File: config.mk
export PLATFORM = sky130hd
export DESIGN_NAME = m_wb_gpio
export DESIGN_NICKNAME = d
export VERILOG_FILES = /design/src/rtl/m_wb_gpio.sv
export SDC_FILE = /design/constraint.sdc
export NUM_CORES = 1
export LEC_CHECK = 0
export ABC_CLOCK_PERIOD_IN_PS = 1300
export CORE_UTILIZATION = 24
export CTS_BUF_LIST = sky130_fd_sc_hd__clkbuf_8
export DETAILED_ROUTE_END_ITERATION = 8
export PLACE_DENSITY = 0.77
export SLEW_MARGIN = 20
export SYNTH_ARGS = -nofsm -noshare
export SYNTH_HDL_FRONTEND = slang
export SYNTH_SLANG_ARGS = --single-unit
File: constraint.sdc
create_clock -name CLK_I -period 1.3 [get_ports CLK_I]
set_input_delay 0.26 -clock CLK_I [delete_from_list [all_inputs] [get_ports CLK_I]]
set_output_delay 0.26 -clock CLK_I [all_outputs]
set_load 0.01 [all_outputs]
File: src/rtl/m_wb_gpio.sv
`timescale 1ns/1ps
// m_wb_gpio: Wishbone-classic GPIO slave with synchronised inputs and a wait-state ACK handshake.
// Define MIDGETV_GPIO_EDGECAPTURE_EN to add sticky rising-edge capture, MASK and irq_o.
module m_wb_gpio #(
  parameter int              NOUT       = 4,
  parameter int              NIN        = 1,
  parameter int              SYNCSTAGES = 2,
  parameter int              WAITSTATES = 0,
  parameter logic [NOUT-1:0] OUTRESET   = '0
) (
  input  logic            CLK_I,
  input  logic            RST_N_I,
  input  logic            CYC_I,
  input  logic            STB_I,
  input  logic            WE_I,
  input  logic [1:0]      ADR_I,
  input  logic [3:0]      SEL_I,
  input  logic [31:0]     DAT_I,
  output logic [31:0]     DAT_O,
  output logic            ACK_O,
  input  logic [NIN-1:0]  gpio_in,
  output logic [NOUT-1:0] gpio_out,
  output logic            irq_o
);

  localparam logic [2:0] WS = 3'(WAITSTATES);

  typedef enum logic [1:0] {S_IDLE, S_WAIT, S_ACK} state_t;

  state_t          state_q, state_d;
  logic [2:0]      cnt_q, cnt_d;
  logic            ack_q, ack_d;
  logic [31:0]     dat_q, dat_d;
  logic [NOUT-1:0] out_q, out_d;
  logic [NIN-1:0]  sync_q [SYNCSTAGES];
  logic [NIN-1:0]  sync_d [SYNCSTAGES];
  logic            req, commit, wr;
  logic [31:0]     wmask, rdata;
  logic [NIN-1:0]  in_w;
  logic            unused_bits;

`ifdef MIDGETV_GPIO_EDGECAPTURE_EN
  logic [NIN-1:0]  prev_q, prev_d;
  logic [NIN-1:0]  edge_q, edge_d;
  logic [NIN-1:0]  mask_q, mask_d;
  logic [NIN-1:0]  rise, clr;
  logic            irq_q, irq_d;
`endif

  assign req         = CYC_I & STB_I;
  assign wr          = commit & WE_I;
  assign wmask       = {{8{SEL_I[3]}}, {8{SEL_I[2]}}, {8{SEL_I[1]}}, {8{SEL_I[0]}}};
  assign in_w        = sync_q[SYNCSTAGES-1];
  assign unused_bits = ^{DAT_I, wmask};

  assign ACK_O    = ack_q;
  assign DAT_O    = dat_q;
  assign gpio_out = out_q;

  // Handshake: commit marks the edge that raises ACK_O; writes and read capture happen there.
  always_comb begin
    state_d = state_q;
    cnt_d   = cnt_q;
    commit  = 1'b0;
    case (state_q)
      S_IDLE: begin
        if (req) begin
          cnt_d = WS;
          if (WS == 3'd0) begin
            state_d = S_ACK;
            commit  = 1'b1;
          end else begin
            state_d = S_WAIT;
          end
        end
      end
      S_WAIT: begin
        if (!req) begin
          state_d = S_IDLE;
          cnt_d   = '0;
        end else if (cnt_q == 3'd1) begin
          state_d = S_ACK;
          cnt_d   = '0;
          commit  = 1'b1;
        end else begin
          cnt_d = cnt_q - 3'd1;
        end
      end
      S_ACK: begin
        state_d = S_IDLE;
      end
      default: begin
        state_d = S_IDLE;
        cnt_d   = '0;
      end
    endcase
  end

  // Read mux sees the registers before this transfer's write lands.
  always_comb begin
    rdata = '0;
    case (ADR_I)
      2'd0: rdata[NOUT-1:0] = out_q;
      2'd1: rdata[NIN-1:0]  = in_w;
`ifdef MIDGETV_GPIO_EDGECAPTURE_EN
      2'd2: rdata[NIN-1:0]  = edge_q;
      2'd3: rdata[NIN-1:0]  = mask_q;
`endif
      default: rdata = '0;
    endcase
  end

  always_comb begin
    ack_d = commit;
    dat_d = commit ? rdata : '0;
    out_d = out_q;
    if (wr && ADR_I == 2'd0) begin
      out_d = (out_q & ~wmask[NOUT-1:0]) | (DAT_I[NOUT-1:0] & wmask[NOUT-1:0]);
    end
  end

  always_comb begin
    sync_d[0] = gpio_in;
    for (int i = 1; i < SYNCSTAGES; i++) begin
      sync_d[i] = sync_q[i-1];
    end
  end

  always_ff @(posedge CLK_I or negedge RST_N_I) begin
    if (!RST_N_I) begin
      state_q <= S_IDLE;
      cnt_q   <= '0;
      ack_q   <= 1'b0;
      dat_q   <= '0;
      out_q   <= OUTRESET;
      for (int i = 0; i < SYNCSTAGES; i++) begin
        sync_q[i] <= '0;
      end
    end else begin
      state_q <= state_d;
      cnt_q   <= cnt_d;
      ack_q   <= ack_d;
      dat_q   <= dat_d;
      out_q   <= out_d;
      for (int i = 0; i < SYNCSTAGES; i++) begin
        sync_q[i] <= sync_d[i];
      end
    end
  end

`ifdef MIDGETV_GPIO_EDGECAPTURE_EN
  // A rising edge in the same cycle as a write-1-to-clear keeps the flag set.
  always_comb begin
    rise   = in_w & ~prev_q;
    clr    = '0;
    mask_d = mask_q;
    if (wr && ADR_I == 2'd2) begin
      clr = DAT_I[NIN-1:0] & wmask[NIN-1:0];
    end
    if (wr && ADR_I == 2'd3) begin
      mask_d = (mask_q & ~wmask[NIN-1:0]) | (DAT_I[NIN-1:0] & wmask[NIN-1:0]);
    end
    prev_d = in_w;
    edge_d = (edge_q & ~clr) | rise;
    irq_d  = |(edge_q & mask_q);
  end

  always_ff @(posedge CLK_I or negedge RST_N_I) begin
    if (!RST_N_I) begin
      prev_q <= '0;
      edge_q <= '0;
      mask_q <= '0;
      irq_q  <= 1'b0;
    end else begin
      prev_q <= prev_d;
      edge_q <= edge_d;
      mask_q <= mask_d;
      irq_q  <= irq_d;
    end
  end

  assign irq_o = irq_q;
`else
  assign irq_o = 1'b0;
`endif

endmodule

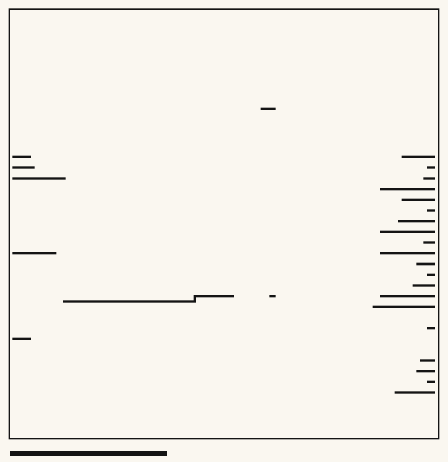
Fig. 1. The metal 3 layer (run 1).
The bar under the picture is 20 um long.
nets with wire on the layer: 26
wire length on this layer: 108 um
main direction: horizontal
Via Count: 394
routing usage on met3: 0.04167
Total Wirelength: 1.026 mm

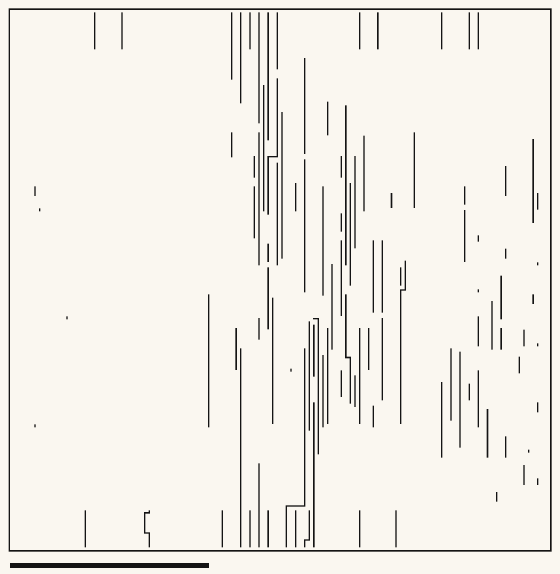
Fig. 2. Signal wires on met2 (run 1).
The bar under the picture is 20 um long.
wire length on this layer: 600 um
nets with wire on the layer: 91
share of all routed wire: 58%
main direction: vertical

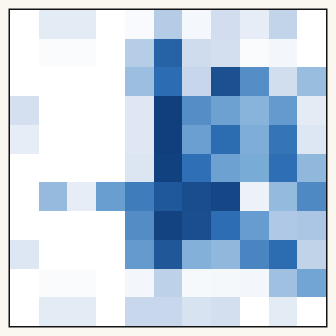
Fig. 3. Cell area per tile (run 1).
11 x 11 tiles, from white (low) to dark blue (high), 0 to 100% covered.
tiles over 75% full: 13%
densest ninth of the die: middle
nearly empty tiles: 28%
mean over tiles: 29%
fullest tile: 94%
fin util: 0.3471
total core area: 2545 um^2
floorplan-stage core utilization: 0.2586

==> reports/qor.yml, run 1 <==
status:
  status: "finished with violations"
  violations: "negative setup slack"
synthesis:
  synthMuxAreaShare: 0.08365
  ys_cells: 57
  synthFlopType: "dfrtp_1"
  ys_area_um2: 658.1
sta:
  hold_viol_final: 0
  finalSetupViolCount: 4
  fin_tns_setup_ps: -133.4
  fin_ws_ps: -39.65
global_routing:
  grt_max_degree: 13
  met2_usage: 0.1585
  grt_pass1_wl_mm: 1.531
  overflow: 0
power_and_ir_drop:
  total_power_uw: 945.3
  peakVddDrop_mv: 0.5319
  power_leakage_nw: 0.5038
  intPower_uw: 706.9
  p_per_area_nw_per_um2: 1070
  combinationalPower_uw: 193
  pwr-share-seq: 0.451
  power_leader: "sequential cells"
  p_seq_uw: 426
placed_design:
  hpwlAfterDp_um: 826.3
cts:
  cts_made_buffers: 3
  insertion_delay_ps: 240
  htreeDepth: 1
  cts_tree: "done"
detailed_routing:
  dr.first_iter.drc_count: 1
  antenna_left: 0
worst_setup_path:
  cp_slowest_cell: "dfrtp_1"
  reg2reg_setup_slack_ps: -40
  r2r.worst_path.cells: 4
  critPathRequiredTime_ps: 1420
  worstSetupEndpointType: "flop"
final_layout:
  diodes: 0
  stdcell_area_um2: 883.3
  n_all_buffers: 27
floorplan:
  num_tap_cells: 30
==> run 2: changes to the inputs <==
- CORE_MARGIN: not set -> 10
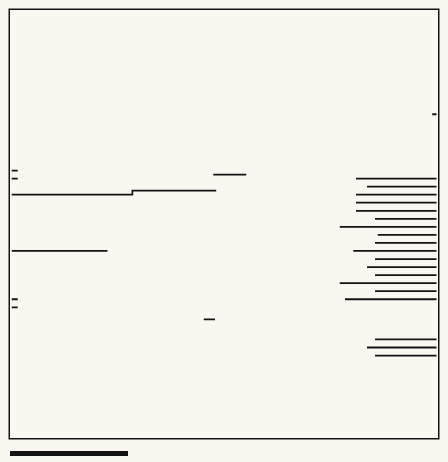
Fig. 4. The metal 3 layer (run 2).
The bar under the picture is 20 um long.
share of all routed wire: 20%
nets with wire on the layer: 27
main direction: horizontal
longest straight run: 20.2 um
wire length on this layer: 290 um
Total Wirelength: 1.446 mm
routing usage on met3: 0.05578
Via Count: 380

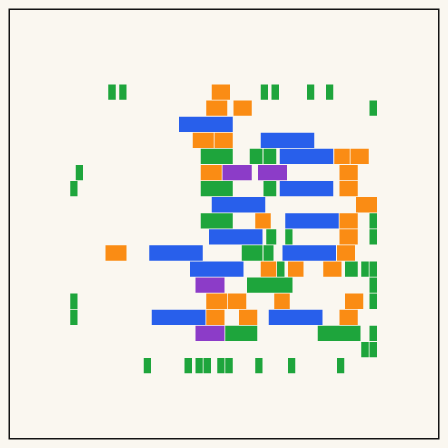
Fig. 5. Placement by cell class (run 2).
[blue] flip-flops | cells: 12 | share of their area: 35%
[orange] other buffers and delay cells | cells: 26 | share of their area: 27%
[purple] clock drivers and dummy loads | cells: 4 | share of their area: 6.5%
[green] all other logic | cells: 44 | share of their area: 31%
Row Count: 18
Seq area share: 0.3395
cell area after layout: 884.6 um^2
fin util: 0.3476

==> run 2 against run 1 <==
  * The run now ends clean
  * Sequential power hardly changed
  * Total power rose by 8.4%
  * Largest cell class unchanged
  * Critical path depth unchanged
  * Final cell count unchanged
  * Combinational power barely moved
==> reports/qor.yml, run 2 <==
final_layout:
  nonClkBufAreaFrac: 0.2588  # was 0.2677
  largestClassByArea: "sequential cells"  # unchanged
  seq_area_um2: 300.3  # unchanged
  diodes: 0  # unchanged
  multi_input_comb_cells: 42  # unchanged
  n_all_buffers: 26  # was 27
cts:
  cts_made_buffers: 3  # unchanged
  insertion_delay_ps: 240  # about the same
  htreeDepth: 1  # unchanged
  cts_tree: "done"  # unchanged
worst_setup_path:
  r2r.worst_path.cells: 4  # unchanged
  critPathRequiredTime_ps: 1420  # about the same
  reg2reg_setup_slack_ps: 60  # was -40 ps
  cp_slowest_cell: "dfrtp_1"  # unchanged
sta:
  finalSetupViolCount: 0  # was 4
  hold_viol_final: 0  # unchanged
  fin_ws_ps: 56.18  # was -39.65 ps
synthesis:
  ys_cells: 57  # unchanged
  yosysTopAreaCellShare: 0.4563  # unchanged
  synthMuxAreaShare: 0.08365  # unchanged
  ys_sh_aoi: 0  # unchanged
floorplan:
  fp_util: 0.2586  # unchanged
  num_tap_cells: 30  # unchanged
  die_area_um2: 5237  # was 2956 um^2
  core_area_um2: 2545  # unchanged
power_and_ir_drop:
  pwr-share-seq: 0.415  # was 0.451
  intPower_uw: 768.6  # was 706.9 uW
  power_leader: "sequential cells"  # unchanged
  power_leakage_nw: 0.5054  # was 0.5038 nW
  peakVddDrop_mv: 0.6142  # was 0.5319 mV
  p_per_area_nw_per_um2: 1159  # was 1070 nW/um^2
  p_seq_uw: 425  # was 426 uW
  total_power_mw: 1.025  # was 945.3 uW
global_routing:
  met2_usage: 0.08941  # was 0.1585
  grt_max_degree: 13  # unchanged
  overflow: 0  # unchanged
  grt_pass1_wl_mm: 2.228  # was 1.531 mm
detailed_routing:
  antenna_left: 0  # unchanged
  wl_met3_um: 289  # was 107 um
  dr.first_iter.drc_count: 0  # was 1
placed_design:
  hpwlAfterDp_mm: 1.256  # was 826.3 um
status:
  status: "complete, no violations"  # was finished with violations
==> run 3: changes to the inputs <==
- GPL_ROUTABILITY_DRIVEN: not set -> 0
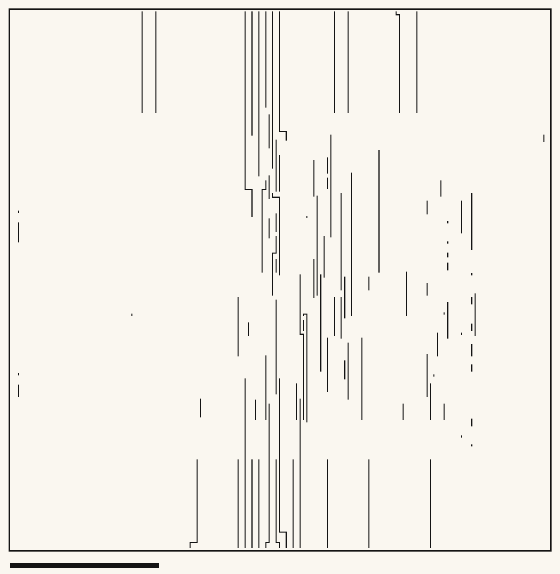
Fig. 6. Signal wires on met2 (run 3).
The bar under the picture is 20 um long.
nets with wire on the layer: 89
main direction: vertical
share of all routed wire: 51%
longest straight run: 23.8 um
grt met2 use: 0.08941

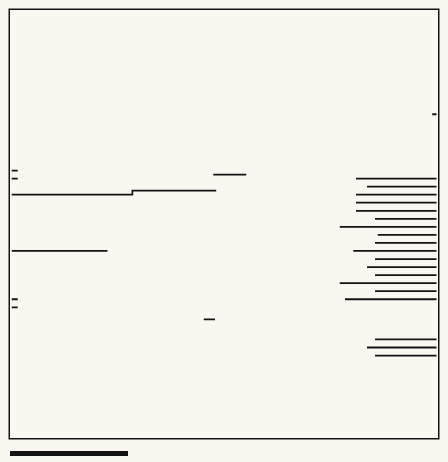
Fig. 7. The metal 3 layer (run 3).
The bar under the picture is 20 um long.
main direction: horizontal
nets with wire on the layer: 27
share of all routed wire: 20%
wire length on this layer: 290 um

==> run 3 against run 2 <==
  * Global-route usage stayed put
  * Die area is the same
  * Wire length is the same
  * Flip-flop count unchanged
  * Critical path depth unchanged
  * Clock power about the same
  * Sequential share of layout area is the same
  * Sequential power about the same
  * Largest cell class unchanged
  * Register-to-register slack barely moved
  * Final cell count unchanged
  * Clock-buffer cell count is the same
  * Fmax did not move
==> reports/qor.yml, run 3 <==
status:
  status: "complete, no violations"  # unchanged
sta:
  finalSetupViolCount: 0  # unchanged
  fin_tns_setup_ps: 0  # unchanged
power_and_ir_drop:
  intPower_uw: 768.6  # unchanged
  p_seq_uw: 425  # about the same
  power_leakage_nw: 0.5054  # unchanged
  total_power_mw: 1.025  # unchanged
cts:
  cts_tree: "done"  # unchanged
  insertion_delay_ps: 240  # about the same
detailed_routing:
  vias: 380  # unchanged
worst_setup_path:
  reg2reg_setup_slack_ps: 60  # about the same
  critPathRequiredTime_ps: 1420  # about the same
  worstSetupEndpointType: "flop"  # unchanged
floorplan:
  core_area_um2: 2545  # unchanged
  floorplan.rows: 18  # unchanged
  fp_util: 0.2586  # unchanged
global_routing:
  overflow: 0  # unchanged
final_layout:
  sh_seq_area: 0.3395  # unchanged
  final_util: 0.3476  # unchanged
  diodes: 0  # unchanged
synthesis:
  ys_area_um2: 658.1  # unchanged
  ys_cells: 57  # unchanged
  synthFlopType: "dfrtp_1"  # unchanged
  yosysTopAreaCellShare: 0.4563  # unchanged
  ys_sh_aoi: 0  # unchanged
No activity file was given, so power comes from the tool's default toggle rates.
